$ cat src/rtl/uart_tx_param_pkg.sv
// uart_tx_param_pkg: shared parity and FSM state encodings for the UART transmitter
package uart_tx_param_pkg;
  localparam int PARITY_NONE = 0;
  localparam int PARITY_ODD = 1;
  localparam int PARITY_EVEN = 2;
  typedef enum logic [2:0] {IDLE, START, DATA, PARITY, STOP} tx_state_t;
endpackage

$ cat src/rtl/uart_tx_fifo.sv
// uart_tx_fifo: synchronous FIFO buffering words ahead of the serialiser
module uart_tx_fifo #(
  parameter int WIDTH = 8,
  parameter int DEPTH = 4
) (
  input  logic                   clk,
  input  logic                   rst,
  input  logic                   push,
  input  logic [WIDTH-1:0]       din,
  input  logic                   pop,
  output logic [WIDTH-1:0]       dout,
  output logic [$clog2(DEPTH):0] level,
  output logic                   full,
  output logic                   empty
);
  localparam int AW = $clog2(DEPTH);
  logic [WIDTH-1:0] mem [DEPTH];
  logic [AW-1:0] wr_ptr, rd_ptr;
  logic wr, rd;
  assign full = level == (AW+1)'(DEPTH);
  assign empty = level == '0;
  assign wr = push && !full;
  assign rd = pop && !empty;
  assign dout = mem[rd_ptr];
  always_ff @(posedge clk)
    if (wr) mem[wr_ptr] <= din;
  always_ff @(posedge clk)
    if (rst) begin
      wr_ptr <= '0;
      rd_ptr <= '0;
      level <= '0;
    end else begin
      wr_ptr <= wr_ptr + AW'(wr);
      rd_ptr <= rd_ptr + AW'(rd);
      level <= level + (AW+1)'(wr) - (AW+1)'(rd);
    end
endmodule

$ cat src/rtl/uart_tx_param.sv
// uart_tx_param: buffered UART transmitter with configurable data, parity and stop bits
module uart_tx_param
  import uart_tx_param_pkg::*;
#(
  parameter int CLKS_PER_BIT = 5208,
  parameter int DATA_BITS = 8,
  parameter int PARITY_MODE = 0,
  parameter int STOP_BITS = 1,
  parameter int FIFO_DEPTH = 4
) (
  input  logic                        clk,
  input  logic                        rst,
  input  logic [DATA_BITS-1:0]        i_tx_d,
  input  logic                        i_tx_en,
  output logic                        o_tx_ready,
  output logic                        o_tx_overflow,
  output logic                        o_tx_busy,
  output logic                        o_tx_complete,
  output logic [$clog2(FIFO_DEPTH):0] o_fifo_level,
  output logic                        o_tx_d
);
  localparam int BW = $clog2(CLKS_PER_BIT);
  tx_state_t state, state_n;
  logic [BW-1:0] baud, baud_n;
  logic [3:0] bit_cnt, bit_n;
  logic [DATA_BITS-1:0] shift, shift_n, head;
  logic par, par_n, pop, full, empty, bit_end, last_data, last_stop;
  uart_tx_fifo #(.WIDTH(DATA_BITS), .DEPTH(FIFO_DEPTH)) u_fifo (
    .clk(clk),
    .rst(rst),
    .push(i_tx_en),
    .din(i_tx_d),
    .pop(pop),
    .dout(head),
    .level(o_fifo_level),
    .full(full),
    .empty(empty)
  );
  assign o_tx_ready = !full;
  assign bit_end = baud == BW'(CLKS_PER_BIT - 1);
  assign last_data = bit_cnt == 4'(DATA_BITS - 1);
  assign last_stop = bit_cnt == 4'(STOP_BITS - 1);
  assign pop = !empty && (state == IDLE || (state == STOP && bit_end && last_stop));
  always_comb begin
    state_n = state;
    bit_n = bit_cnt;
    shift_n = shift;
    par_n = par;
    baud_n = (state == IDLE || bit_end) ? '0 : baud + 1'b1;
    if (pop) begin
      state_n = START;
      shift_n = head;
      par_n = ^head;
      bit_n = '0;
    end else if (bit_end)
      case (state)
        START: state_n = DATA;
        DATA: begin
          shift_n = shift >> 1;
          bit_n = last_data ? '0 : bit_cnt + 1'b1;
          state_n = !last_data ? DATA : PARITY_MODE != PARITY_NONE ? PARITY : STOP;
        end
        PARITY: state_n = STOP;
        STOP: begin
          bit_n = last_stop ? '0 : bit_cnt + 1'b1;
          state_n = last_stop ? IDLE : STOP;
        end
        default: state_n = state;
      endcase
  end
  always_ff @(posedge clk)
    if (rst) begin
      state <= IDLE;
      baud <= '0;
      bit_cnt <= '0;
      shift <= '0;
      par <= 1'b0;
      o_tx_d <= 1'b1;
      o_tx_busy <= 1'b0;
      o_tx_complete <= 1'b0;
      o_tx_overflow <= 1'b0;
    end else begin
      state <= state_n;
      baud <= baud_n;
      bit_cnt <= bit_n;
      shift <= shift_n;
      par <= par_n;
      o_tx_d <= state_n == START ? 1'b0 : state_n == DATA ? shift_n[0] :
                state_n == PARITY ? par_n ^ (PARITY_MODE == PARITY_ODD) : 1'b1;
      o_tx_busy <= state_n != IDLE;
      o_tx_complete <= state_n == STOP && baud_n == BW'(CLKS_PER_BIT - 1) && bit_n == 4'(STOP_BITS - 1);
      o_tx_overflow <= i_tx_en && full;
    end
endmodule

$ cat config.mk
export PLATFORM = sky130hd
export DESIGN_NAME = uart_tx_param
export DESIGN_NICKNAME = d
export VERILOG_FILES = /design/src/rtl/uart_tx_param_pkg.sv /design/src/rtl/uart_tx_fifo.sv /design/src/rtl/uart_tx_param.sv
export SDC_FILE = /design/constraint.sdc
export NUM_CORES = 1
export LEC_CHECK = 0
export ABC_CLOCK_PERIOD_IN_PS = 4000
export CORE_MARGIN = 2
export CORE_UTILIZATION = 35
export CTS_CLUSTER_SIZE = 12
export DETAILED_ROUTE_END_ITERATION = 8
export GPL_TIMING_DRIVEN = 0
export PLACE_DENSITY = 0.62
export SLEW_MARGIN = 10
export SYNTH_ARGS = -nofsm -noshare
export SYNTH_HDL_FRONTEND = slang
export SYNTH_SLANG_ARGS = --single-unit
$ cat constraint.sdc
create_clock -name clk -period 4 [get_ports clk]
set_clock_uncertainty 0.05 [all_clocks]
set_input_delay 0.6 -clock clk [delete_from_list [all_inputs] [get_ports clk]]
set_output_delay 0.6 -clock clk [all_outputs]
set_load 0.01 [all_outputs]
==> changes_impl.md, run 1 <==
### Implementation results

- Worst setup SP type: register
- # IOs: 19
- Via total after detailed routing: 2,215
- WP data required: 4170 ps
- And+or+nand+nor area frac: 16.9%
- Largest net degree at the start of global routing: 13
- FMAX: 0.272 GHz
- GPL Wtd Cong: 0.846
- Init Core Util: 35.6%
- Nature of the critical path endpoint: register
- Hold Crit Start: shift[2]
- Worst-Margin Slew: 753 ps
- Synthesized-area fraction occupied by adder cells: 3.31%
- Slew Limit Headroom: 49.6%
- Register area: 0.00176 mm²
- Cell area after layout: 0.00374 mm²
- CTS tree: yes
- Crit path time final: 3680 ps
- Hold Crit Depth: 2
- Net Count, Synth: 308
- Reg2reg start: baud[0]
- CTS sink cnt: 72
- Comb area: 0.00140 mm²
- Nets@finish: 336
- Pre-antenna DRT Iters: 4
- WL per Instance: 14.0 µm
- CTS root buf: clkbuf_8
- Critical Setup Path Class: reg2reg
- Critical path origin: baud[0]
- Mux cell area share: 6.76%
- Most common cell in the netlist: dfxtp_1
- Complex Gates by Area: 9.80%
- Fin. max-slew vios: 0
- DRC violations left: 0
- Status: finished, final reports clean
==> run 1: registers in the layout, indices dropped and copies added, names as in the netlist <==
register and flops:
o_tx_overflow 1, o_tx_complete 1, u_fifo.mem 32, u_fifo.rd_ptr 2
par 1, u_fifo.wr_ptr 2, baud 13, shift 8
bit_cnt 4, u_fifo.level 3, state 3, o_tx_busy 1
o_tx_d 1
==> run 1: layout make-up <==
cell class	count	share of cell area (%)
buffer	14	1.84
multi-input combinational	191	37.3
clock buffer	9	3.31
inverter	12	1.20
sequential	72	47.0
timing repair buffer	17	4.54
clock inverter	7	1.04
tap	111	3.71
==> run 1: worst max-delay path: stages, from the launching register on <==
cell and delay, ps:
dfxtp_1 390, ha_1 160, buf_2 190, or4b_4 520, o31ai_2 320, o311ai_0 230
inv_1 210, clkbuf_4 270, ha_1 250, inv_1 50, ha_1 130, inv_1 50
fa_1 370, xor2_1 180, xnor2_1 140, nor2_1 50
==> run 1: metal layers <==
metal	routed length (µm)	share of wire (%)	GRT usage, %	vias to the layer above
met5	0	0	0	-
met4	64	1.1	4.95	0
met3	163	2.7	3.76	7
met2	2950	49	21.3	28
met1	2890	48	17.8	1070
li1	-	-	-	1110
==> run 1: through the flow <==
stage	util [%]	total power [mW]	hold slack [ps]
2_1_floorplan	-	1.46	386
3_3_place_gp	38.9	1.64	397
3_5_place_dp	39.1	1.66	403
4_1_cts	40.8	2.15	414
5_1_grt	40.9	2.28	429
6_report	40.9	2.12	411
==> run 1: power breakdown <==
group          total [mW]  switching, mW  internal (mW)  leakage (nW)
Clock               0.482          0.265          0.217        0.0738
Sequential          0.941         0.0593          0.882         0.619
Combinational       0.696          0.365          0.331         0.521
Total                2.12          0.690           1.43          1.21
==> run 1: timing repair <==
item                                    CTS  global route
buffers inserted                          0             0
endpoints found under the setup margin    0             1
resized                                   0             2
Fig. 1: run 1, M3 wires
(3 px per µm)
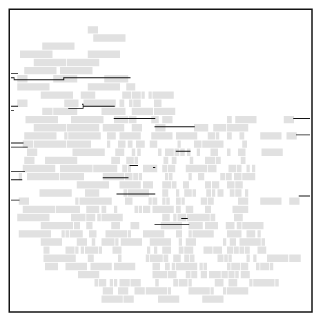
share of all routed wire: 2.7%
wire length on this layer: 163 µm
longest straight run: 22.1 µm

Fig. 2: run 1, pin placement
(4 px per µm) Pins as bars across the die edge, other pins in gray.
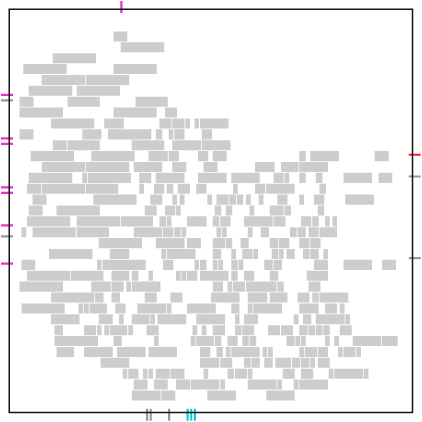
[`o_tx_busy`] red | pins: 1 | direction: output | edge: right
[`o_fifo_level`] cyan | pins: 3 | direction: output | edge: bottom
[`i_tx_d`] magenta | pins: 8 | direction: input | edge: 7 left, 1 top
all pins by edge: 9 left, 6 bottom, 3 right, 1 top
# port buffers: 17
Die X: 100 µm
die extent in y: 100 µm

Fig. 3: run 1, M1 wires
(4 px per µm)
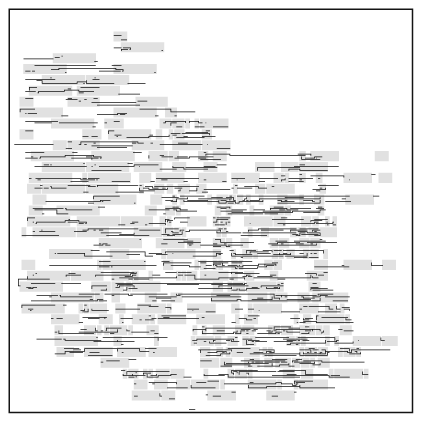
longest straight run: 31.7 µm
share of all routed wire: 48%

Fig. 4: run 1, met2 routing
(4 px per µm)
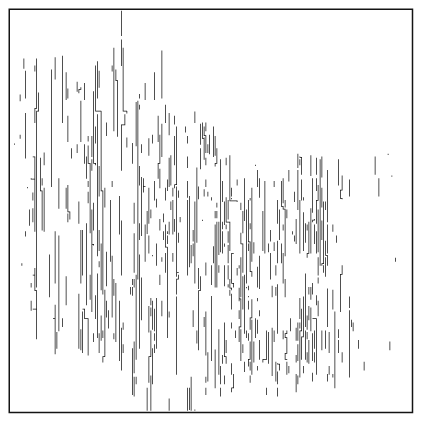

==> run 2, diff against run 1 <==
--- a/config.mk
+++ b/config.mk
@@ -7,12 +7,13 @@
 export LEC_CHECK = 0
 export ABC_CLOCK_PERIOD_IN_PS = 4000
 export CORE_MARGIN = 2
-export CORE_UTILIZATION = 35
+export CORE_UTILIZATION = 55
 export CTS_CLUSTER_SIZE = 12
 export DETAILED_ROUTE_END_ITERATION = 8
 export GPL_TIMING_DRIVEN = 0
-export PLACE_DENSITY = 0.62
+export PLACE_DENSITY = 0.84
 export SLEW_MARGIN = 10
 export SYNTH_ARGS = -nofsm -noshare
 export SYNTH_HDL_FRONTEND = slang
 export SYNTH_SLANG_ARGS = --single-unit
+export TNS_END_PERCENT = 50
Fig. 5: run 2, met2 routing
(6 px per µm)
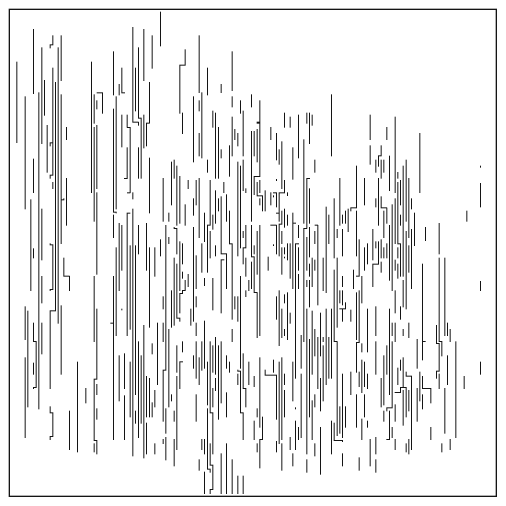
share of all routed wire: 51%
longest straight run: 52.7 µm
via total after detailed routing: 2,248
Detailed Route WL: 6060 µm
grt met2 use: 37.0%

Fig. 6: run 2, M1 wires
(4 px per µm)
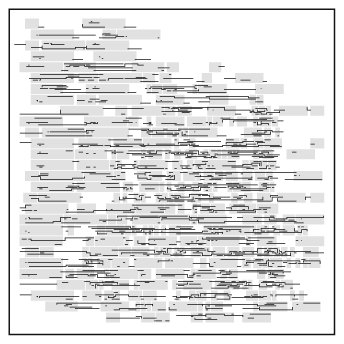
nets with wire on the layer: 319
share of all routed wire: 44%
wire length on this layer: 2,690 µm
longest straight run: 29.0 µm
main direction: horizontal
M1 GR Usage: 25.7%

Fig. 7: run 2, M3 wires
(3 px per µm)
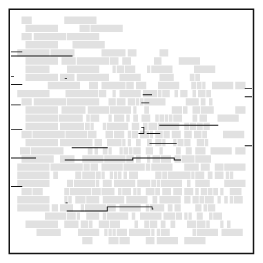
nets with wire on the layer: 16
longest straight run: 22.5 µm

==> changes_impl.md, run 2 <==
### Implementation results

- Sw power: 0.717 mW (+4.0%)
- Largest registers: u_fifo.mem: 32 flops, baud: 13 flops, shift: 8 flops
- # IOs: 19 (unchanged)
- WP data required: 4170 ps (about the same)
- Largest reg by FF count: u_fifo.mem
- Net Count, Synth: 308 (unchanged)
- Clock power share: 25.4% (+2.6 points)
- CTS root buf: clkbuf_8
- Slew Limit Headroom: 49.9% (+0.28 points)
- Worst setup SP type: register
- Largest net degree at the start of global routing: 14 (+1)
- Max FFs per register: 32 (unchanged)
- Top pwr grp: sequential cells
- CTS tree: yes
- Most common cell in the netlist: dfxtp_1
- Fin. max-slew vios: 0 (unchanged)
- Hold Crit Depth: 2 (unchanged)
- Worst-Margin Slew: 747 ps (-5.56 ps)
- Die X: 80.9 µm (-19%)
- Sw frac: 32.2% (-0.36 points)
- Sequential share of power: 42.3% (-2.1 points)
- Comb area: 0.00140 mm² (unchanged)
- DRC violations left: 0 (unchanged)
- Init Core Util: 56.0% (+20 points)
- Critical Setup Path Class: reg2reg
- Internal power: 1.51 mW (+5.7%)
- Status: finished, final reports clean
- FMAX: 0.276 GHz (+1.3%)
- Nature of the critical path endpoint: register
- WHS: 414 ps (+2.37 ps)
- P_clk: 0.566 mW (+17%)
-- run 2: layer usage --
metal / global-route usage [%] / vias to the layer above / routed length (µm)
met5: 0 / - / 0
met4: 10.2 / 0 / 93
met3: 4.22 / 7 / 175
met2: 37.0 / 30 / 3100
met1: 25.7 / 1097 / 2690
li1: - / 1114 / -
-- run 2: worst max-delay path, stage by stage, from the launching register on --
cell and delay [ps]:
dfxtp_1 390, ha_1 160, buf_2 180, or4b_4 520
o31ai_2 310, o311ai_0 250, inv_1 150, clkbuf_4 240
ha_1 250, inv_1 60, ha_1 140, inv_1 50
fa_1 370, xor2_1 180, xnor2_1 150, nor2_1 60
-- run 2: cells by family after synthesis --
logic type | Yosys count | synth area share, %
muxes | 12 | 6.76
adders and majority gates | 8 | 3.31
DFF | 72 | 54.1
AOI/OAI and AO/OA | 45 | 9.80
and+or+nand+nor | 105 | 16.9
xor gates and xnor gates | 21 | 5.65
buffers and inverters | 26 | 3.42
-- run 2: worst paths after layout --
path	start	end	slack, ps
setup / recovery	baud[0]	u_fifo.level[2]	370
hold / removal	shift[2]	shift[2]	410
setup reg to reg	baud[0]	u_fifo.level[2]	370
hold reg to reg	shift[2]	shift[2]	410
-- run 2: area by class of cell --
class	count	share of cell area [%]
tap	75	2.51
sequential	72	47.1
buffer	14	1.84
clock buffer	9	3.31
inverter	12	1.20
clock inverter	7	1.91
timing repair buffer	18	4.75
multi-input combinational	191	37.4
-- run 2: timing repair --
action / in CTS / in global routing
setup buffers: 0 / 1
setup endpoints to repair: 0 / 1
hold buffers: 0 / 0
resized: 0 / 2
-- run 2: metrics by stage --
step	cell area (µm²)	setup WS (ps)	utilization (%)
floorplan	3260	687	-
global placement	3520	209	60.5
detailed placement	3520	73.5	60.5
CTS	3710	63.4	63.9
global route	3740	107	64.3
finish	3740	371	64.3
Power is estimated from default activity; no workload was simulated.
